### src/rtl/prog_data_mem.sv
// -----------------------------------------------------------------------------
// prog_data_mem
//
// Program/data memory that sits beside a small CPU.  A host loader streams the
// program in as bytes (little-endian pairs) over a valid/ready handshake.  Once
// the final byte arrives, or the instruction store fills, the block switches
// to RUN.  In RUN it releases the CPU (EN_L=0), serves instruction fetches and
// handles data loads and stores.
//
// Handshake: a loader byte is transferred on a rising CLK edge where
// LD_VALID=1 and LD_READY=1.  LD_DATA/LD_LAST are only looked at on such an
// edge.  LD_READY depends only on the current state and not on LD_VALID.
//
// Ports
//   CLK         in   1   rising-edge clock
//   RESET       in   1   synchronous active-low reset
//   PC          in   8   instruction byte address (PC[0] ignored)
//   Iin         out 16   instruction word (16'h0001 = HALT outside RUN)
//   ADDR        in   8   data address
//   WDATA       in   8   store data
//   MW          in   1   store strobe (honoured in RUN only)
//   Din         out  8   load data, combinational read of data[ADDR]
//   EN_L        out  1   CPU run enable, active-low
//   LD_VALID    in   1   loader byte valid
//   LD_DATA     in   8   loader byte
//   LD_LAST     in   1   final program byte marker
//   LD_READY    out  1   loader can accept a byte
//   LD_RESTART  in   1   return from RUN to load mode
//   WORD_CNT    out  8   instruction words written since load start
//   o_dbg_state out  2   loader FSM state (debug visibility)
// -----------------------------------------------------------------------------
module prog_data_mem (
    input  logic        CLK,
    input  logic        RESET,
    input  logic [7:0]  PC,
    output logic [15:0] Iin,
    input  logic [7:0]  ADDR,
    input  logic [7:0]  WDATA,
    input  logic        MW,
    output logic [7:0]  Din,
    output logic        EN_L,
    input  logic        LD_VALID,
    input  logic [7:0]  LD_DATA,
    input  logic        LD_LAST,
    output logic        LD_READY,
    input  logic        LD_RESTART,
    output logic [7:0]  WORD_CNT,
    output logic [1:0]  o_dbg_state
);

    // IDLE doubles as "waiting for the low byte" of the next word.
    localparam logic [1:0] S_IDLE   = 2'd0;
    localparam logic [1:0] S_GET_HI = 2'd1;
    localparam logic [1:0] S_RUN    = 2'd2;

    localparam logic [15:0] HALT_WORD = 16'h0001;

    logic [1:0]  r_state;
    logic [7:0]  r_ptr;      // 0..128; reaches 128 only together with RUN
    logic [7:0]  r_low;

    logic [15:0] r_instr [128];
    logic [7:0]  r_data  [256];

    logic        w_run;
    logic        w_ld_ready;
    logic        w_accept;
    logic        w_instr_we;
    logic [15:0] w_instr_wdata;
    logic        w_data_we;
    logic        w_pc_unused;

    assign w_run      = (r_state == S_RUN);
    assign w_ld_ready = (r_state == S_IDLE) || (r_state == S_GET_HI);
    assign w_accept   = LD_VALID && w_ld_ready;

    // A word is written either when its high byte arrives, or when the low
    // byte of a new pair is flagged as last (high byte padded with zero).
    // Reset suppresses every write so a mid-load reset leaves memory intact.
    assign w_instr_we    = RESET && w_accept &&
                           ((r_state == S_GET_HI) || LD_LAST);
    assign w_instr_wdata = (r_state == S_GET_HI) ? {LD_DATA, r_low}
                                                 : {8'h00, LD_DATA};

    assign w_data_we = RESET && w_run && MW;

    // Word-addressed fetch: the LSB of the byte address carries no information.
    assign w_pc_unused = PC[0];

    // -------------------------------------------------------------------------
    // Loader FSM
    // -------------------------------------------------------------------------
    always_ff @(posedge CLK) begin
        if (!RESET) begin
            r_state <= S_IDLE;
            r_ptr   <= 8'd0;
            r_low   <= 8'd0;
        end else begin
            case (r_state)
                S_IDLE: begin
                    if (LD_VALID) begin
                        if (LD_LAST) begin
                            r_ptr   <= r_ptr + 8'd1;
                            r_state <= S_RUN;
                        end else begin
                            r_low   <= LD_DATA;
                            r_state <= S_GET_HI;
                        end
                    end
                end
                S_GET_HI: begin
                    if (LD_VALID) begin
                        r_ptr <= r_ptr + 8'd1;
                        // Writing the last slot ends the load; ptr never wraps.
                        if (LD_LAST || (r_ptr == 8'd127)) begin
                            r_state <= S_RUN;
                        end else begin
                            r_state <= S_IDLE;
                        end
                    end
                end
                S_RUN: begin
                    if (LD_RESTART) begin
                        r_state <= S_IDLE;
                        r_ptr   <= 8'd0;
                    end
                end
                default: begin
                    r_state <= S_IDLE;
                end
            endcase
        end
    end

    // -------------------------------------------------------------------------
    // Memories (never cleared by reset)
    // -------------------------------------------------------------------------
    always_ff @(posedge CLK) begin
        if (w_instr_we) begin
            r_instr[r_ptr[6:0]] <= w_instr_wdata;
        end
    end

    always_ff @(posedge CLK) begin
        if (w_data_we) begin
            r_data[ADDR] <= WDATA;
        end
    end

    // -------------------------------------------------------------------------
    // Outputs
    // -------------------------------------------------------------------------
    assign Iin         = w_run ? r_instr[PC[7:1]] : HALT_WORD;
    assign EN_L        = !w_run;
    assign Din         = r_data[ADDR];
    assign LD_READY    = w_ld_ready;
    assign WORD_CNT    = r_ptr;
    assign o_dbg_state = r_state;

endmodule

### config.mk
export PLATFORM = sky130hd
export DESIGN_NAME = prog_data_mem
export DESIGN_NICKNAME = d
export VERILOG_FILES = /design/src/rtl/prog_data_mem.sv
export SDC_FILE = /design/constraint.sdc
export NUM_CORES = 2
export LEC_CHECK = 0
export CORE_MARGIN = 2
export CORE_UTILIZATION = 56
export DETAILED_ROUTE_END_ITERATION = 8
export DONT_BUFFER_PORTS = 1
export HOLD_SLACK_MARGIN = 0.02
export PLACE_DENSITY = 0.77
export REMOVE_ABC_BUFFERS = 1
export SLEW_MARGIN = 20
export SYNTH_ARGS = -nofsm -noshare
export SYNTH_HDL_FRONTEND = slang
export SYNTH_SLANG_ARGS = --single-unit
### constraint.sdc
create_clock -name CLK -period 8.98 [get_ports CLK]
set_input_delay 1.796 -clock CLK [delete_from_list [all_inputs] [get_ports CLK]]
set_output_delay 1.796 -clock CLK [all_outputs]
set_load 0.1 [all_outputs]
### Met1 routing

Supply wires on this layer in gray.
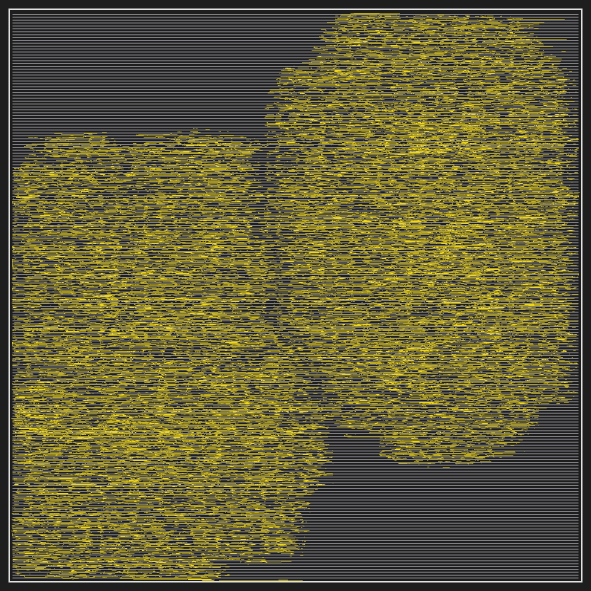
- nets with wire on the layer: 7163
- share of all routed wire: 35%

### Clock wiring as the flow saved it

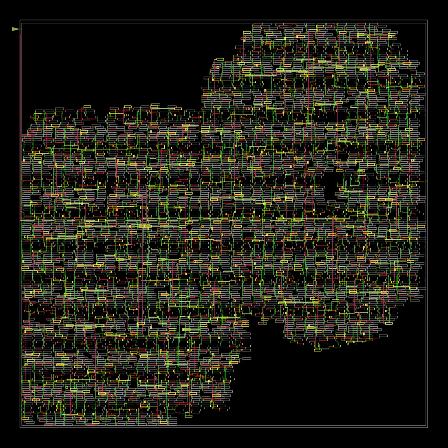
clock buffers: 489
clk_lat worst skew: 0.97 ns
P_clk: 16600 uW

### M4 wires

Supply wires on this layer in gray.
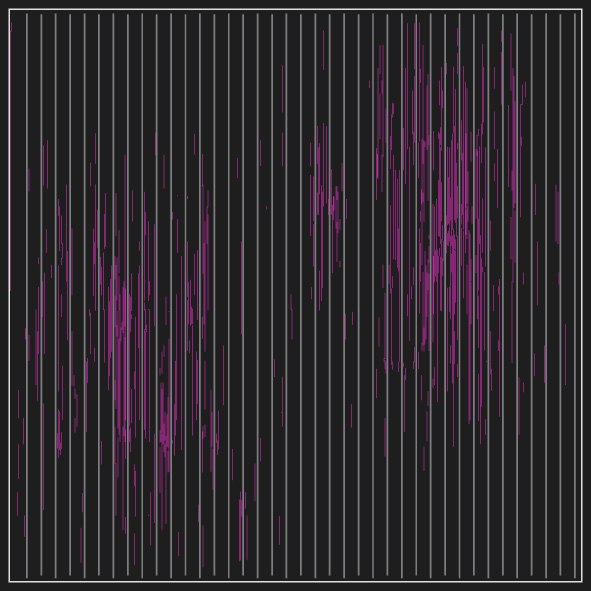
- wire length on this layer: 21.1 mm
- longest straight run: 245 um
- share of all routed wire: 5.4%
- main direction: vertical

### Zoomed window

Scale bar: 10 um. Window x 254 to 284, y 254 to 284 um. Cells in gray, sequential cells in the stronger gray; small squares are vias.
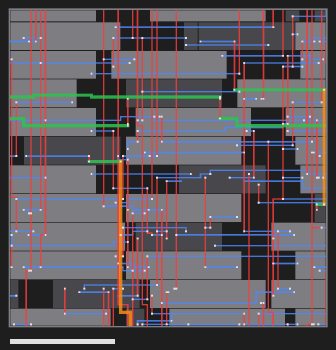
- green: M3
- red: M2
- blue: M1
- orange: M4
- most frequent: edfxtp_1 (17), mux4_2 (3), clkbuf_16 (3)
- netlist names of flops here include: `r_data` (16), `r_instr` (1)
- sequential cells in the window: 17
- cells with their middle in the window: 25

### Signal wires by layer

Two of the layers only.
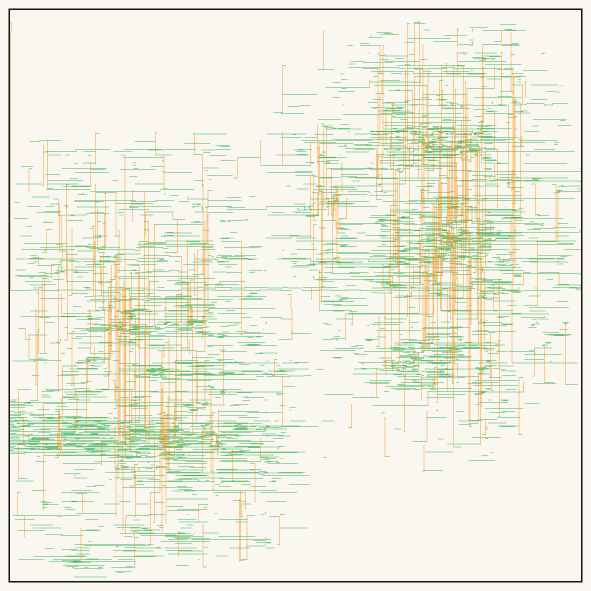
- orange: M4 (wire length 21.1 mm)
- green: M3 (wire length 43.6 mm)

-- worst max path at each step --
| stage | start | to | slack, ns | depth (start not counted) |
|---|---|---|---|---|
| after floorplan | o_dbg_state[1] | Iin[7] | 1.79 | 4 |
| final | PC[1] | Iin[4] | 0.24 | 9 |
| after global placement | PC[1] | Iin[4] | 1.96 | 7 |
| after global routing | PC[1] | Iin[13] | 0.23 | 8 |
| after CTS | PC[1] | Iin[4] | 1.77 | 7 |
| after detailed placement | PC[1] | Iin[4] | 1.92 | 7 |
-- cell usage after synthesis (all sizes together) (22+ instances only) --
master	instances	share of area, %
a211oi	44	0.21
a21oi	42	0.13
a22o	22	0.12
a22oi	47	0.22
buf	274	0.99
clkbuf	130	0.31
edfxtp	4096	77
mux2	41	0.29
mux2i	256	1.6
mux4	1107	16
nand2	155	0.37
nand3	35	0.11
nor2	426	1.0
nor2b	56	0.22
o211ai	26	0.12
o21ai	22	0.069
o22ai	42	0.16
-- registers in the layout (all words and copies together) (netlist names) --
name and count:
WORD_CNT 8, o_dbg_state 2, r_data 2048, r_instr 2048
r_low 8
-- cell type report --
cell class              count  area, um2  share of cell area [%]
diodes                      3       7.51                 0.00425
clock buffers             489      10300                    5.85
clock inverters           245       2520                    1.43
inverters                  14       52.6                  0.0297
multi-input cells        2513      34000                    19.2
flip-flops and latches   4114     123000                    69.8
well taps                3743       4680                    2.65
repair buffers            225       1800                    1.02
-- kinds of logic (layout without fill, tap and decap cells) --
group / after synthesis / after routing / share of synthesized area, %
flops: 4114 / 4114 / 77.5
mux: 1404 / 1404 / 17.6
simple gates: 779 / 779 / 2.16
buf+inv: 418 / 973 / 1.33
compound gates: 325 / 325 / 1.46
xor+xnor: 4 / 4 / 0.0220
fa+ha+maj: 1 / 1 / 0.00786
other cells: 0 / 3 / 0
==> run_results.csv <==
group,metric,value,unit
run_status,outcome,"complete, but fails checks",
run_status,violations,"slew limit",
min_path,hold_start,"r_low[3]",
sta,fin_crit_sh,97.3,%
pwr,internal-power,31000,uW
route,drt_iter0_markers,10900,
critical_path,critical_path.top_delay_family,"buffers and inverters",
cts,cts_root_buffer,"clkbuf_16",
placed_design,gp_congestion,0.875,
route,drtAntennaViolNets,0,
critical_path,path_buffers,3,
job,log.warning_count,82,
placed_design,hpwl,203,mm
sta,fin_ws,0.239,ns
synth,synth_chip_area,159000,um2
synth,syn_avg_cell_area,22.6,um2
pwr,seq_cell_power,21100,uW
cts,cts_made_buffers,397,
pwr,combPwrFrac,3.6,%
min_path,hold_depth,2,
cts,cts_max_level,5,
floorplanning,dieArea,289000,um2
route,wl,393,mm
synth,ys_seq_share,77.5,%
critical_path,r2r-end,"r_data[145][4]",
pwr,top_power_group,"registers",
floorplanning,floorplan.core_area,283000,um2
route,wl_per_cell,34.7,um
global_routing,grt_pass1_wl,561,mm
sta,finalSetupViolCount,0,
sta,fin_skew,0.0872,ns
pwr,ir_drop,0.216,mV
sta,tightestPinTransition,2.58,ns
synth,yosysWarnings,0,
critical_path,crit_top_cell,"buf_16",
critical_path,cp-start-kind,"input port",
sta,slew_headroom,-71.8,%
cts,ctsHoldBuffers,0,
synth,synth_cell_type_count,67,
final_layout,area_delta_synth_final,11.0,%
sta,final_hold_viol_count,0,
critical_path,ff2ff_path_depth,8,
pwr,clockPowerShare,42.4,%
floorplanning,initCoreUtil,56.4,%
placed_design,pre_cts_slack,1.92,ns
synth,syn_inst,7045,
sta,fmax,0.114,GHz
critical_path,crit_type,"input port to output port",
global_routing,grt_use_met2,42.8,%
min_path,whs_endpoint,"r_low[3]",
cts,cts_setup_buffers,0,
global_routing,use_met1,36.6,%
critical_path,max_stage_delay,0.89,ns
final_layout,final_cell_mix,"edfxtp_1 (4096), mux4_2 (1107), nor2_1 (422)",
critical_path,critPathMaxFanout,147,
sta,final_max_slew_viol_count,413,
global_routing,first_global_vias,78100,
placed_design,dp_cells,10600,
floorplanning,ios,74,
critical_path,crit_slowest_cell,"a211oi_1",
critical_path,critPathRequiredTime,7.18,ns
critical_path,r2r_setup_slack,2.68,ns
final_layout,design_area,177000,um2
global_routing,grtUsageMet3,5.63,%
floorplanning,die_w,537,um
final_layout,lay_top_count,"edfxtp_1",
pwr,netSwitchingFraction,20.8,%
route,route.met3.wl,43.6,mm
critical_path,path_cells,"buf_16 -> buf_16 -> mux4_2 -> nor2b_1 -> a211oi_1 -> a2111oi_0 -> nor3_1 -> o22ai_2 -> buf_4",
placed_design,placed_area,164000,um2
placed_design,numPortBuffers,0,
synth,netlist_area,159000,um2
synth,ys_cells,7045,
sta,min_period,8.74,ns
pwr,leakagePower,0.0536,uW
Power is estimated from default activity; no workload was simulated.
